Fig. 1: run 1, layout detail
Window x 139 to 169, y 55 to 85 um. Cells in grey, sequential cells in the stronger grey; small squares are vias.
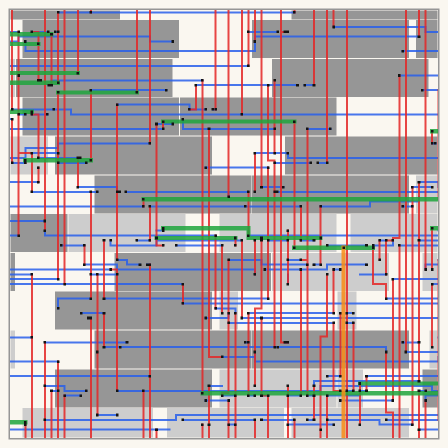
Fig. 2: run 1, routed metal per tile
Drawn at 1 px/um. 31 x 23 tiles, from white (low) to dark blue (high), scaled to the fullest tile. Values are wire area over tile area, all layers added.
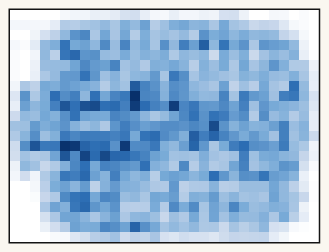
Fig. 3: run 1, met4 routing
Drawn at 1.5 px/um. Supply wires on this layer in grey.
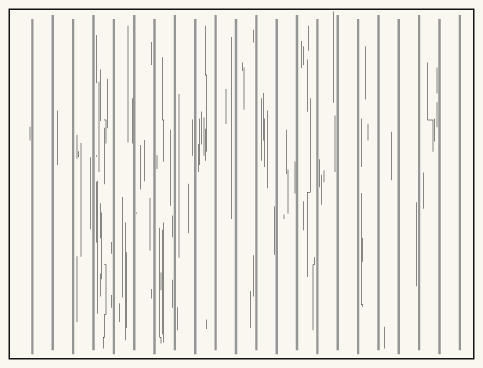
Fig. 4: run 1, routing congestion map
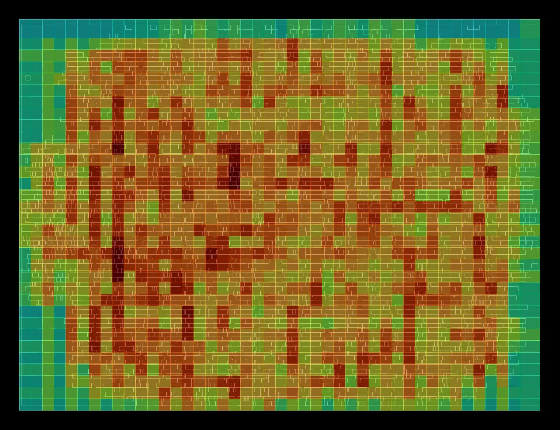
File: config.mk
export PLATFORM = sky130hd
export DESIGN_NAME = regfile_trace_buffer
export DESIGN_NICKNAME = d
export VERILOG_FILES = /design/src/rtl/regfile_trace_buffer.sv
export SDC_FILE = /design/constraint.sdc
export NUM_CORES = 1
export LEC_CHECK = 0
export CORE_ASPECT_RATIO = 0.75
export CORE_UTILIZATION = 62
export DETAILED_ROUTE_END_ITERATION = 12
export PLACE_DENSITY = 0.8
export SYNTH_ARGS = -nofsm -noshare
export SYNTH_HDL_FRONTEND = slang
export SYNTH_SLANG_ARGS = --single-unit
File: constraint.sdc
create_clock -name clk -period 8.7 [get_ports clk]
set_clock_uncertainty 0.05 [all_clocks]
set_input_delay 1.74 -clock clk [delete_from_list [all_inputs] [get_ports clk]]
set_output_delay 1.74 -clock clk [all_outputs]
set_load 0.01 [all_outputs]
File: src/rtl/regfile_trace_buffer.sv
// Register-file write snooper: records {cycle, addr, data} for every non-x0 write
// into a FILL or WRAP trace buffer and streams it out oldest-first over valid/ready.
module regfile_trace_buffer #(
    parameter int XLEN     = 32,
    parameter int NUM_REGS = 32,
    parameter int DEPTH    = 16,
    parameter int CYC_W    = 16,
    parameter int POST_CNT = 4,
    localparam int AW      = $clog2(NUM_REGS),
    localparam int PW      = $clog2(DEPTH)
) (
    input  logic             clk,
    input  logic             rst_n,
    input  logic             arm,
    input  logic             stop,
    input  logic             mode,
    input  logic             trig_en,
    input  logic [AW-1:0]    trig_addr,
    input  logic             wr_en,
    input  logic [AW-1:0]    wr_addr,
    input  logic [XLEN-1:0]  wr_data,
    output logic             out_valid,
    input  logic             out_ready,
    output logic [CYC_W-1:0] out_cycle,
    output logic [AW-1:0]    out_addr,
    output logic [XLEN-1:0]  out_data,
    output logic             busy,
    output logic             done,
    output logic [PW:0]      count,
    output logic             overflow
);

    typedef enum logic [1:0] {S_IDLE, S_ARMED, S_POST, S_DRAIN} state_t;

    localparam logic [PW:0] FULL_CNT  = (PW+1)'(DEPTH);
    localparam logic [PW:0] POST_LAST = (PW+1)'(POST_CNT);

    state_t             r_state, w_next;
    logic [PW-1:0]      r_wr_ptr, r_rd_ptr, w_rd_next;
    logic [PW:0]        r_count, r_post;
    logic [CYC_W-1:0]   r_cycle, w_stamp;
    logic               r_mode, r_overflow, r_out_valid;
    logic [CYC_W-1:0]   r_out_cycle;
    logic [AW-1:0]      r_out_addr;
    logic [XLEN-1:0]    r_out_data;
    logic               w_busy, w_full, w_rec, w_trig, w_xfer;

    logic [CYC_W-1:0]   r_mem_cyc  [DEPTH];
    logic [AW-1:0]      r_mem_addr [DEPTH];
    logic [XLEN-1:0]    r_mem_data [DEPTH];

    assign w_busy    = (r_state == S_ARMED) || (r_state == S_POST);
    assign w_full    = (r_count == FULL_CNT);
    // FILL mode never overwrites; WRAP mode records even when full
    assign w_rec     = w_busy && wr_en && (wr_addr != '0) && !(!r_mode && w_full);
    assign w_trig    = (r_state == S_ARMED) && r_mode && trig_en && w_rec && (wr_addr == trig_addr);
    assign w_xfer    = r_out_valid && out_ready;
    assign w_rd_next = r_rd_ptr + 1'b1;
    // Stamp counts cycles since the arm edge, so the first armed cycle is stamp 1
    assign w_stamp   = r_cycle + 1'b1;

    always_comb begin
        w_next = r_state;
        case (r_state)
            S_ARMED: begin
                if (stop)
                    w_next = S_DRAIN;
                else if (w_trig)
                    w_next = (POST_CNT == 0) ? S_DRAIN : S_POST;
                else if (w_rec && !r_mode && (r_count == FULL_CNT - 1'b1))
                    w_next = S_DRAIN;
            end
            S_POST: begin
                if (stop || (w_rec && ((r_post + 1'b1) == POST_LAST)))
                    w_next = S_DRAIN;
            end
            S_DRAIN: begin
                if ((r_count == '0) || (w_xfer && (r_count == (PW+1)'(1))))
                    w_next = S_IDLE;
            end
            default: w_next = r_state;
        endcase
        if (arm)
            w_next = S_ARMED;
    end

    always_ff @(posedge clk) begin
        if (w_rec && !arm) begin
            r_mem_cyc[r_wr_ptr]  <= w_stamp;
            r_mem_addr[r_wr_ptr] <= wr_addr;
            r_mem_data[r_wr_ptr] <= wr_data;
        end
    end

    always_ff @(posedge clk or negedge rst_n) begin
        if (!rst_n) begin
            r_state     <= S_IDLE;
            r_wr_ptr    <= '0;
            r_rd_ptr    <= '0;
            r_count     <= '0;
            r_post      <= '0;
            r_cycle     <= '0;
            r_mode      <= 1'b0;
            r_overflow  <= 1'b0;
            r_out_valid <= 1'b0;
            r_out_cycle <= '0;
            r_out_addr  <= '0;
            r_out_data  <= '0;
        end else begin
            r_state <= w_next;
            if (arm) begin
                r_wr_ptr    <= '0;
                r_rd_ptr    <= '0;
                r_count     <= '0;
                r_post      <= '0;
                r_cycle     <= '0;
                r_mode      <= mode;
                r_overflow  <= 1'b0;
                r_out_valid <= 1'b0;
            end else begin
                if (w_busy)
                    r_cycle <= r_cycle + 1'b1;
                if (w_rec) begin
                    r_wr_ptr <= r_wr_ptr + 1'b1;
                    if (w_full) begin
                        r_rd_ptr   <= w_rd_next;
                        r_overflow <= 1'b1;
                    end else begin
                        r_count <= r_count + 1'b1;
                    end
                    if (r_state == S_POST)
                        r_post <= r_post + 1'b1;
                end
                // First DRAIN cycle is a bubble that preloads the oldest entry
                if (r_state == S_DRAIN) begin
                    if (r_out_valid) begin
                        if (out_ready) begin
                            r_rd_ptr <= w_rd_next;
                            r_count  <= r_count - 1'b1;
                            if (r_count > (PW+1)'(1)) begin
                                r_out_cycle <= r_mem_cyc[w_rd_next];
                                r_out_addr  <= r_mem_addr[w_rd_next];
                                r_out_data  <= r_mem_data[w_rd_next];
                            end else begin
                                r_out_valid <= 1'b0;
                            end
                        end
                    end else if (r_count != '0) begin
                        r_out_cycle <= r_mem_cyc[r_rd_ptr];
                        r_out_addr  <= r_mem_addr[r_rd_ptr];
                        r_out_data  <= r_mem_data[r_rd_ptr];
                        r_out_valid <= 1'b1;
                    end
                end else begin
                    r_out_valid <= 1'b0;
                end
            end
        end
    end

    assign out_valid = r_out_valid;
    assign out_cycle = r_out_cycle;
    assign out_addr  = r_out_addr;
    assign out_data  = r_out_data;
    assign busy      = w_busy;
    assign done      = (r_state == S_DRAIN);
    assign count     = r_count;
    assign overflow  = r_overflow;

endmodule

==> results.cfg, run 1 <==
; physical design summary
[detailed_routing]
wl_met1_um = 41300
first_iter_violations = 3141
vias_per_cell = 7.31
wl_met2_um = 51200
top_layer = met5
first_pass_iters = 6

[place]
port_buffers = 111
gp_congestion = 0.799
place_area_sq_um = 45600
post-place-ws_ns = 2.92

[worst_setup_path]
cpPeakStageDelay_ns = 0.90
crit_arrival_ns = 5.42
cp_max_fo = 30
critPathTopFamily = simple AND/OR/NAND/NOR gates
cp_num_buf_inv = 2
end_kind = flop
r2r-end = out_data[7]
cp_slowest_cell = clkdlybuf4s50_1
ff2ff_setup_slack_ns = 3.84
path_depth = 6
critical_path_required_ns = 8.92
critPathLaunchType = primary input

[yosys]
synth-edff-count = 848
syn_avg_cell_area_sq_um = 18.3
synth_warnings = 0
yosys.stat.seqShare = 0.635
ys_types = 61
ys_top_cells_by_area = edfxtp_1 (58%), mux4_2 (20%), dfrtp_1 (5.3%), mux2i_1 (3.7%), mux2_2 (1.4%)
top_area_cell = edfxtp_1
synth-async-reset-ratio = 0.0979
yosysCellCount = 2384
synthFlopType = edfxtp_1
ys_area_sq_um = 43700
synth.comb.largest_family = multiplexers
syn_nets = 2450
synthXorXnorAreaFrac = 0.00881

[cts]
htree_levels = 3
cts_tree = yes
cts_buffers = 88
insertion_delay_ns = 0.65
clockBufferDepth = 3

[floorplanning]
ioPinCount = 112
dieArea_sq_um = 71600
n_tap_cell = 935
fp_util = 0.633
die_x_um = 309

[final_timing]
max-slew-margin-rel = 0.0256
maxSlewViolCount = 0
fmax_ghz = 0.192
fin_crit_sh = 0.598

[power_and_ir_drop]
power.total_w = 0.0113
switching_share = 0.252
power.density_nw_per_um2 = 233
p_int_w = 0.00848
leakagePower_nw = 14.9
pwr-share-comb = 0.175
powerComb_w = 0.00199
peakVddDrop_uv = 227
pg_clk_w = 0.00397
powerSeq_w = 0.00538

[cells_and_area]
comb_share = 0.312
largest_registers = r_mem_data: 512 flops, r_mem_cyc: 256 flops, r_mem_addr: 80 flops
n_antenna_cell = 3
syn2layout_area_growth_pct = 11.1
mi_logic_area_sq_um = 15200
nets = 2511
fillers = 4099
largestClassByArea = flip-flops and latches
finalInstanceArea_sq_um = 48600
largest_reg_flops = 512
nClkBuffers = 126
inverters = 11
fin_cells = 3456
buffers = 150
buffer_area_frac = 0.0299
flops = 940
lay_top_count = edfxtp_1
logic_gates = 1254

[run_status]
outcome = complete, no violations

[grt]
grt_max_degree = 161
gr-total-overflow = 0
grt_pass1_wl_um = 162000
grt_antenna_before_repair = 4

[hold_path]
hold_end = out_cycle[9]

[run]
tool_warnings = 44
## Picture notes: Fig. 1
- red: metal 2
- green: metal 3
- blue: metal 1
- orange: metal 4
- netlist names of flops here include: r_mem_cyc (13)
- most frequent: edfxtp_1 (15), mux4_2 (7), nor2_1 (2)
- sequential cells in the window: 15
- cells with their middle in the window: 27

## Picture notes: Fig. 2
- fullest tile: 0.62
- tiles over half the peak: 36%
- nearly empty tiles: 6.3%
- densest ninth of the die: centre
- mean over tiles: 0.26
GRT Resource Usage Total: 0.311
detailed-route via count: 25.3k
DR WL/cell: 31.4 um

## Picture notes: Fig. 3
- nets with wire on the layer: 50
- wire length on this layer: 3270 um
- share of all routed wire: 3.0%
- main direction: vertical
Total Wirelength: 109000 um

## Picture notes: Fig. 4
GRT met3 Usage: 0.0778
Core Util, Final: 0.703
met2 Resource Use GR: 0.477
routing usage on met1: 0.443
GR peak layer: met2

run 1: Yosys cell counts (3+ instances only):
library cell and number:
a21boi_0 33, ha_1 16, nor4_1 5, buf_6 14, a211o_1 33, o21ai_1 12, nand4_1 8, a211oi_1 3
nor3_1 34, buf_1 16, mux4_2 384, xor2_1 18, nor4b_1 6, buf_2 58, a221oi_1 62, mux2i_1 160
a22oi_1 30, nand2b_1 5, o21ai_0 76, buf_4 19, nor2b_1 6, nand2_1 44, a21oi_1 41, or3_1 4
nand3_1 12, xnor2_1 26, mux2_2 55, and2_1 11, and3_1 13, a31oi_1 23, edfxtp_1 848, dfrtp_1 92
clkbuf_1 72, nor2_1 108, inv_1 10
Fig. 5: run 1, gate families picked out
Drawn at 2 px/um.
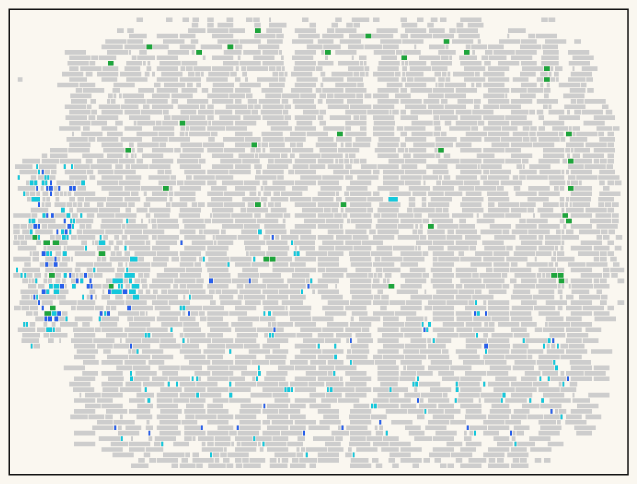

==> run 1 -> run 2 <==
==> constraint.sdc (replaced) <==
create_clock -name clk -period 4.89 [get_ports clk]
set_clock_uncertainty 0.05 [all_clocks]
set_input_delay 0.978 -clock clk [delete_from_list [all_inputs] [get_ports clk]]
set_output_delay 0.978 -clock clk [all_outputs]
set_load 0.01 [all_outputs]
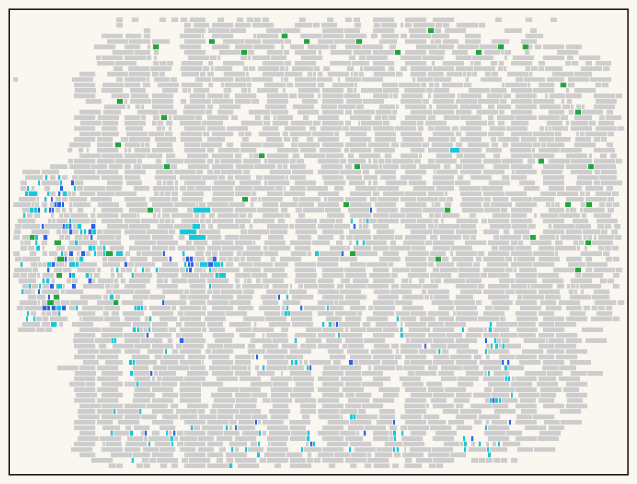
Fig. 6. Gate families picked out (run 2).
Drawn at 2 px/um.
- green: AND-OR and OR-AND gates (cells 40)
- cyan: NOR gates (cells 161)
- blue: NAND gates (cells 70)
final std cells w/o fill: 3485
Commonest Layout Cell: edfxtp_1
logic share of the area: 0.310

==> run 2 against run 1 <==
Against the previous run:
- first-iteration DRC count is 10% higher
- via count is 2.4% higher
- register-to-register slack worse by 2.9 ns
- critical endpoint is now r_mem_data[13][5]
==> results.cfg, run 2 <==
; physical design summary
[detailed_routing]
top_layer = met4
wl_met1_um = 42200
wl_met2_um = 53000
first_pass_iters = 7
routed_wl_um = 112000
first_iter_violations = 3466
vias = 25900
wl_per_cell_um = 32.2

[final_timing]
maxSlewViolCount = 0
fmax_ghz = 0.255
fin_crit_sh = 0.800
max-slew-margin-rel = 0.0833

[worst_setup_path]
critPathLaunchType = flop
end_kind = flop
r2r-end = r_mem_data[13][5]
crit_arrival_ns = 4.13
critical_path_required_ns = 5.11
cp_max_fo = 53
cpPeakStageDelay_ns = 1.01
ff2ff_setup_slack_ns = 0.98

[cells_and_area]
n_antenna_cell = 0
fin_util = 0.710
logic_gates = 1254
buffer_area_frac = 0.0384
fillers = 4008
finalInstanceArea_sq_um = 49000
buffers = 180
largestClassByArea = flip-flops and latches
mi_logic_area_sq_um = 15200
largest_reg_flops = 512
nets = 2541
flops = 940
inverters = 11
nClkBuffers = 110

[place]
dp_hpwl_um = 62100
gp_congestion = 0.827
post-place-ws_ns = 0.466
port_buffers = 111

[power_and_ir_drop]
p_int_w = 0.0151
switching_share = 0.257
power.density_nw_per_um2 = 413
peakVddDrop_uv = 312
leakagePower_nw = 15.1
pwr-share-comb = 0.179
power.total_w = 0.0203

[yosys]
yosysCellCount = 2384
synthXorXnorAreaFrac = 0.00881
top_area_cell = edfxtp_1
ys_top_cells_by_area = edfxtp_1 (58%), mux4_2 (20%), dfrtp_1 (5.3%), mux2i_1 (3.7%), mux2_2 (1.4%)
synthFlopType = edfxtp_1
ys_types = 61
yosys.stat.seqShare = 0.635
post-synth-top-count-cell = edfxtp_1
ys_area_sq_um = 43700
synth-async-reset-ratio = 0.0979
synth_warnings = 0
syn_nets = 2450
syn_avg_cell_area_sq_um = 18.3
top_cells_by_count = edfxtp_1 (848), mux4_2 (384), mux2i_1 (160), nor2_1 (108), dfrtp_1 (92)
synth.comb.largest_family = multiplexers

[grt]
grt_antenna_before_repair = 0
grt_use_total = 0.322
gr-total-overflow = 0
grt_most_used_layer = met2
grt_util_met2 = 0.500
use_met3 = 0.0716
grt_max_degree = 159
grt_pass1_wl_um = 168000

[floorplanning]
fp_util = 0.633
ioPinCount = 112
fp.coreArea_sq_um = 69100
die_x_um = 309

[run]
tool_warnings = 42

[cts]
cts_buffers = 88
insertion_delay_ns = 0.66
cts_tree = yes
clockBufferDepth = 3
htree_levels = 3

[run_status]
outcome = complete, no violations
==> run 2: cell counts after synthesis <==
Identical to the previous run, type by type.
==> run 2: power by group through the flow <==
| stage | sequential (W) | combinational [W] | clock [W] |
|---|---|---|---|
| floorplan | 0.00963 | 0.00230 | 0 |
| global placement | 0.00968 | 0.00351 | 0 |
| detailed placement | 0.00971 | 0.00359 | 0 |
| CTS | 0.00954 | 0.00363 | 0.00710 |
| global route | 0.00958 | 0.00387 | 0.00739 |
| finish | 0.00955 | 0.00363 | 0.00707 |
==> run 2: worst max-delay path, delay by kind of cell (launching register included) <==
kind / cells / cell delay [ns]
AND/OR/NAND/NOR: 4 / 1.82
adder cells (fa/ha/maj): 1 / 0.59
AND-OR/OR-AND: 1 / 0.56
flip-flops: 1 / 0.40
buffers and inverters: 1 / 0.08
Power and IR drop assume default switching activity.
